[src/rtl/csr_basic_periph.sv]
// CSR side-bus peripheral: cycle/time/instret counters, read-only ID CSRs and an output-pin register.
// Define CSR_COUNTER_WRITE_EN to make the machine-mode counter aliases (B00/B80/B02/B82) writable.
module csr_basic_periph #(
  parameter int unsigned KHZ              = 1000,
  parameter logic [11:0] ID_BASE_ADDR     = 12'hFC0,
  parameter logic [11:0] PINS_BASE_ADDR   = 12'hBC1,
  parameter int unsigned PINS_COUNT       = 1,
  parameter logic [31:0] PINS_RESET_VALUE = '0
) (
  input  logic                  clk,
  input  logic                  rst,
  input  logic                  read,
  input  logic [2:0]            modify,
  input  logic [31:0]           wdata,
  input  logic [11:0]           addr,
  output logic [31:0]           rdata,
  output logic                  valid,
  input  logic                  retired,
  output logic [PINS_COUNT-1:0] pins
);

  localparam logic [2:0] OP_WRITE = 3'b001;
  localparam logic [2:0] OP_SET   = 3'b010;
  localparam logic [2:0] OP_CLEAR = 3'b011;

  function automatic logic [31:0] apply_op(input logic [2:0] op, input logic [31:0] old,
                                           input logic [31:0] operand);
    case (op)
      OP_WRITE: apply_op = operand;
      OP_SET:   apply_op = old | operand;
      OP_CLEAR: apply_op = old & ~operand;
      default:  apply_op = old;
    endcase
  endfunction

  logic [11:0]           q_addr;
  logic [63:0]           cycle, cycle_nxt;
  logic [63:0]           instret, instret_nxt;
  logic [PINS_COUNT-1:0] pins_nxt;
  logic [31:0]           pins_ext, pins_op, rd_val;
  logic                  hit_pins, hit_id, rd_hit, op_valid;

  assign op_valid = (modify == OP_WRITE) || (modify == OP_SET) || (modify == OP_CLEAR);
  assign hit_pins = (q_addr == PINS_BASE_ADDR);
  assign hit_id   = !hit_pins && (q_addr == ID_BASE_ADDR);

  // Read decode: pin register wins over the ID CSR, which wins over the fixed map.
  always_comb begin
    pins_ext = '0;
    pins_ext[PINS_COUNT-1:0] = pins;
    rd_hit = 1'b1;
    rd_val = '0;
    if (hit_pins) begin
      rd_val = pins_ext;
    end else if (hit_id) begin
      rd_val = 32'(KHZ);
    end else begin
      case (q_addr)
        12'hC00, 12'hB00, 12'hC01: rd_val = cycle[31:0];
        12'hC80, 12'hB80, 12'hC81: rd_val = cycle[63:32];
        12'hC02, 12'hB02:          rd_val = instret[31:0];
        12'hC82, 12'hB82:          rd_val = instret[63:32];
        12'hF11, 12'hF12,
        12'hF13, 12'hF14:          rd_val = '0;
        default:                   rd_hit = 1'b0;
      endcase
    end
  end

  always_comb begin
    pins_op  = apply_op(modify, pins_ext, wdata);
    pins_nxt = pins;
    if (hit_pins && op_valid) pins_nxt = pins_op[PINS_COUNT-1:0];
  end

  // A written half replaces its incremented value; the other half keeps the carry.
  always_comb begin
    cycle_nxt   = cycle + 64'd1;
    instret_nxt = retired ? instret + 64'd1 : instret;
`ifdef CSR_COUNTER_WRITE_EN
    if (op_valid && !hit_pins && !hit_id) begin
      case (q_addr)
        12'hB00: cycle_nxt[31:0]    = apply_op(modify, cycle[31:0], wdata);
        12'hB80: cycle_nxt[63:32]   = apply_op(modify, cycle[63:32], wdata);
        12'hB02: instret_nxt[31:0]  = apply_op(modify, instret[31:0], wdata);
        12'hB82: instret_nxt[63:32] = apply_op(modify, instret[63:32], wdata);
        default: ;
      endcase
    end
`endif
  end

  always_ff @(posedge clk) begin
    if (rst) begin
      q_addr  <= '0;
      rdata   <= '0;
      valid   <= 1'b0;
      cycle   <= '0;
      instret <= '0;
      pins    <= PINS_RESET_VALUE[PINS_COUNT-1:0];
    end else begin
      q_addr  <= addr;
      rdata   <= (read && rd_hit) ? rd_val : '0;
      valid   <= read && rd_hit;
      cycle   <= cycle_nxt;
      instret <= instret_nxt;
      pins    <= pins_nxt;
    end
  end

endmodule

[config.mk]
export PLATFORM = sky130hd
export DESIGN_NAME = csr_basic_periph
export DESIGN_NICKNAME = d
export VERILOG_FILES = /design/src/rtl/csr_basic_periph.sv
export SDC_FILE = /design/constraint.sdc
export NUM_CORES = 1
export LEC_CHECK = 0
export CAP_MARGIN = 20
export CORE_UTILIZATION = 34
export CTS_BUF_LIST = sky130_fd_sc_hd__clkbuf_2
export DETAILED_ROUTE_END_ITERATION = 8
export SYNTH_ARGS = -nofsm -noshare
export SYNTH_HDL_FRONTEND = slang
export SYNTH_SLANG_ARGS = --single-unit
[constraint.sdc]
create_clock -name clk -period 6.7 [get_ports clk]
set_input_delay 1.675 -clock clk [delete_from_list [all_inputs] [get_ports clk]]
set_output_delay 1.675 -clock clk [all_outputs]
set_load 0.03 [all_outputs]
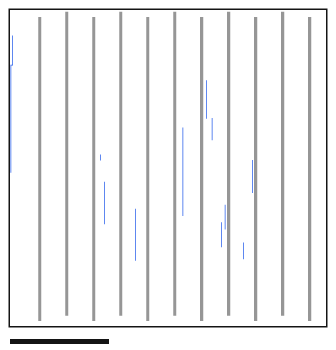
met4.png
Bar = 50 µm. Supply wires on this layer in grey.
- main direction: vertical
- nets with wire on the layer: 7
Routed WL: 21.2 mm
Vias: 7,096

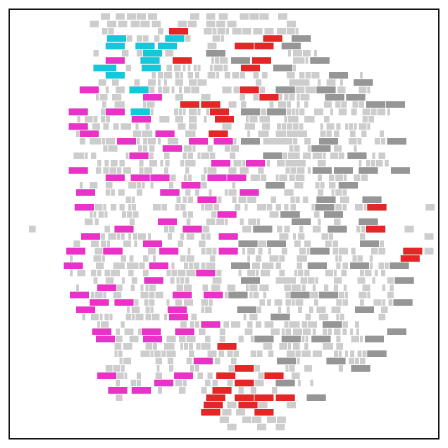
registers.png
Other sequential cells in the stronger grey, the rest of the logic in the fainter grey.
- cyan: q_addr (flops 12)
- magenta: cycle (flops 64)
- red: rdata (flops 32)
utilization after layout: 0.388
seq pwr: 1.05 mW

==> metrics.yaml <==
powerComb_mw: 0.0637
cts_buffers: 17
worstPathMaxFanout: 3
drive_gt1_frac: 0.0621
pwr-share-comb: 0.038
n_all_buffers: 57
dp.cells: 1291
holdCritPathClass: "reg -> reg"
syn_to_final_growth_pct: 12.6
clk_share: 0.0268
synthArstFlopShare: 0
adder_share: 0.00299
nWellTaps: 324
critical_path.max_stage_delay_ns: 0.68
port_buffers: 53
antenna_found_initial: 1
status: "completed"
maxPowerGroup: "registers"
grt-ovfl-total: 0
remaining_drc_errors: 0
crit_buf_inv: 1
pre_cts_slack_ns: 2.48
tns_ns: 0
drtIter0Drc: 448
hold_buffers: 0
comb_area_frac: 0.493
ant_nets: 0
synthXorXnorAreaFrac: 0.0775
power.density_nw_per_um2: 180
fmax_mhz: 283
ys_area_um2: 8360
n_fill_cell: 2512
synthTopCellsByArea: "dfxtp_1, mux2i_1, xor2_1"
sh_seq_area: 0.370
dpl.hpwl_mm: 15.1
synth-edff-count: 0
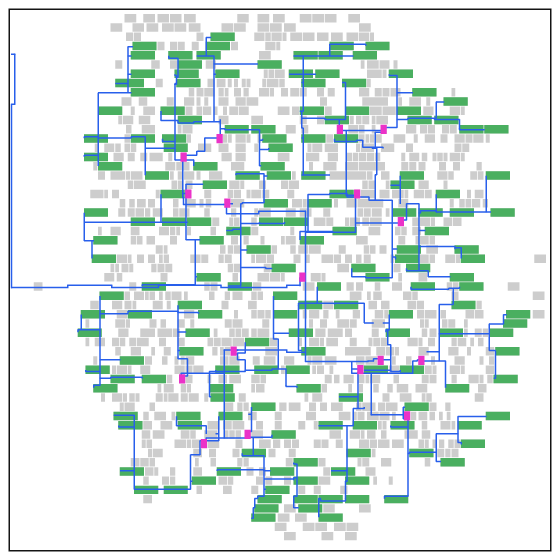
clock_map.png
- green: flip-flops (count 174)
- magenta: cells driving clock nets (count 17)
- blue: clock wires (length 2,100 µm)
- flops lie: spread over the die
Clock Skew: 0.0339 ns
Clock group: 0.580 mW
clock power share: 0.342
Latency at later pin: 0.78 ns

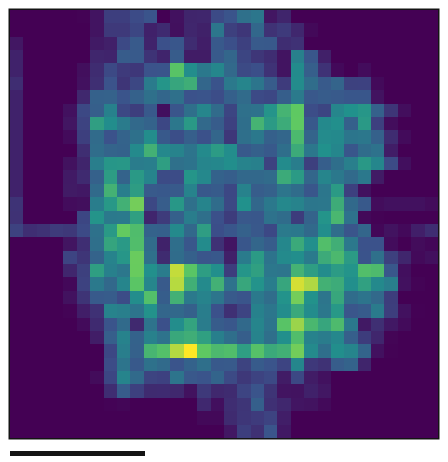
wire_density.png
Bar = 50 µm. 32 x 32 tiles, from dark purple (low) to yellow (high), scaled to the fullest tile. Values are wire area over tile area, all layers added.
- tiles over half the peak: 11%
- fullest tile: 0.59
- mean over tiles: 0.13
- densest ninth of the die: centre
GRT Util Overall: 0.173
DR WL/cell: 16.0 µm

==> routing by layer <==
| layer | wire length [µm] | global-route usage | vias up |
|---|---|---|---|
| met2 | 10200 | 0.282 | 110 |
| met3 | 793 | 0.0313 | 27 |
| li1 | - | - | 3553 |
| met1 | 9960 | 0.234 | 3406 |
| met4 | 242 | 0.0446 | 0 |
| met5 | 0 | 0 | - |
==> path summary, 6_finish.rpt <==
kind | from | end | slack, ns | cells after the start
min | cycle[63] | cycle[63] | 0.51 | 2
min reg2reg | cycle[63] | cycle[63] | 0.51 | 2
max | pins | pins | 3.17 | 1
max reg2reg | cycle[2] | cycle[63] | 3.55 | 5
==> sequential cells by signal, summed over array words and instances (netlist names) <==
signal and cells:
q_addr 12, valid 1, cycle 64, pins 1, instret 64, rdata 32
No activity file was given, so power comes from the tool's default toggle rates.
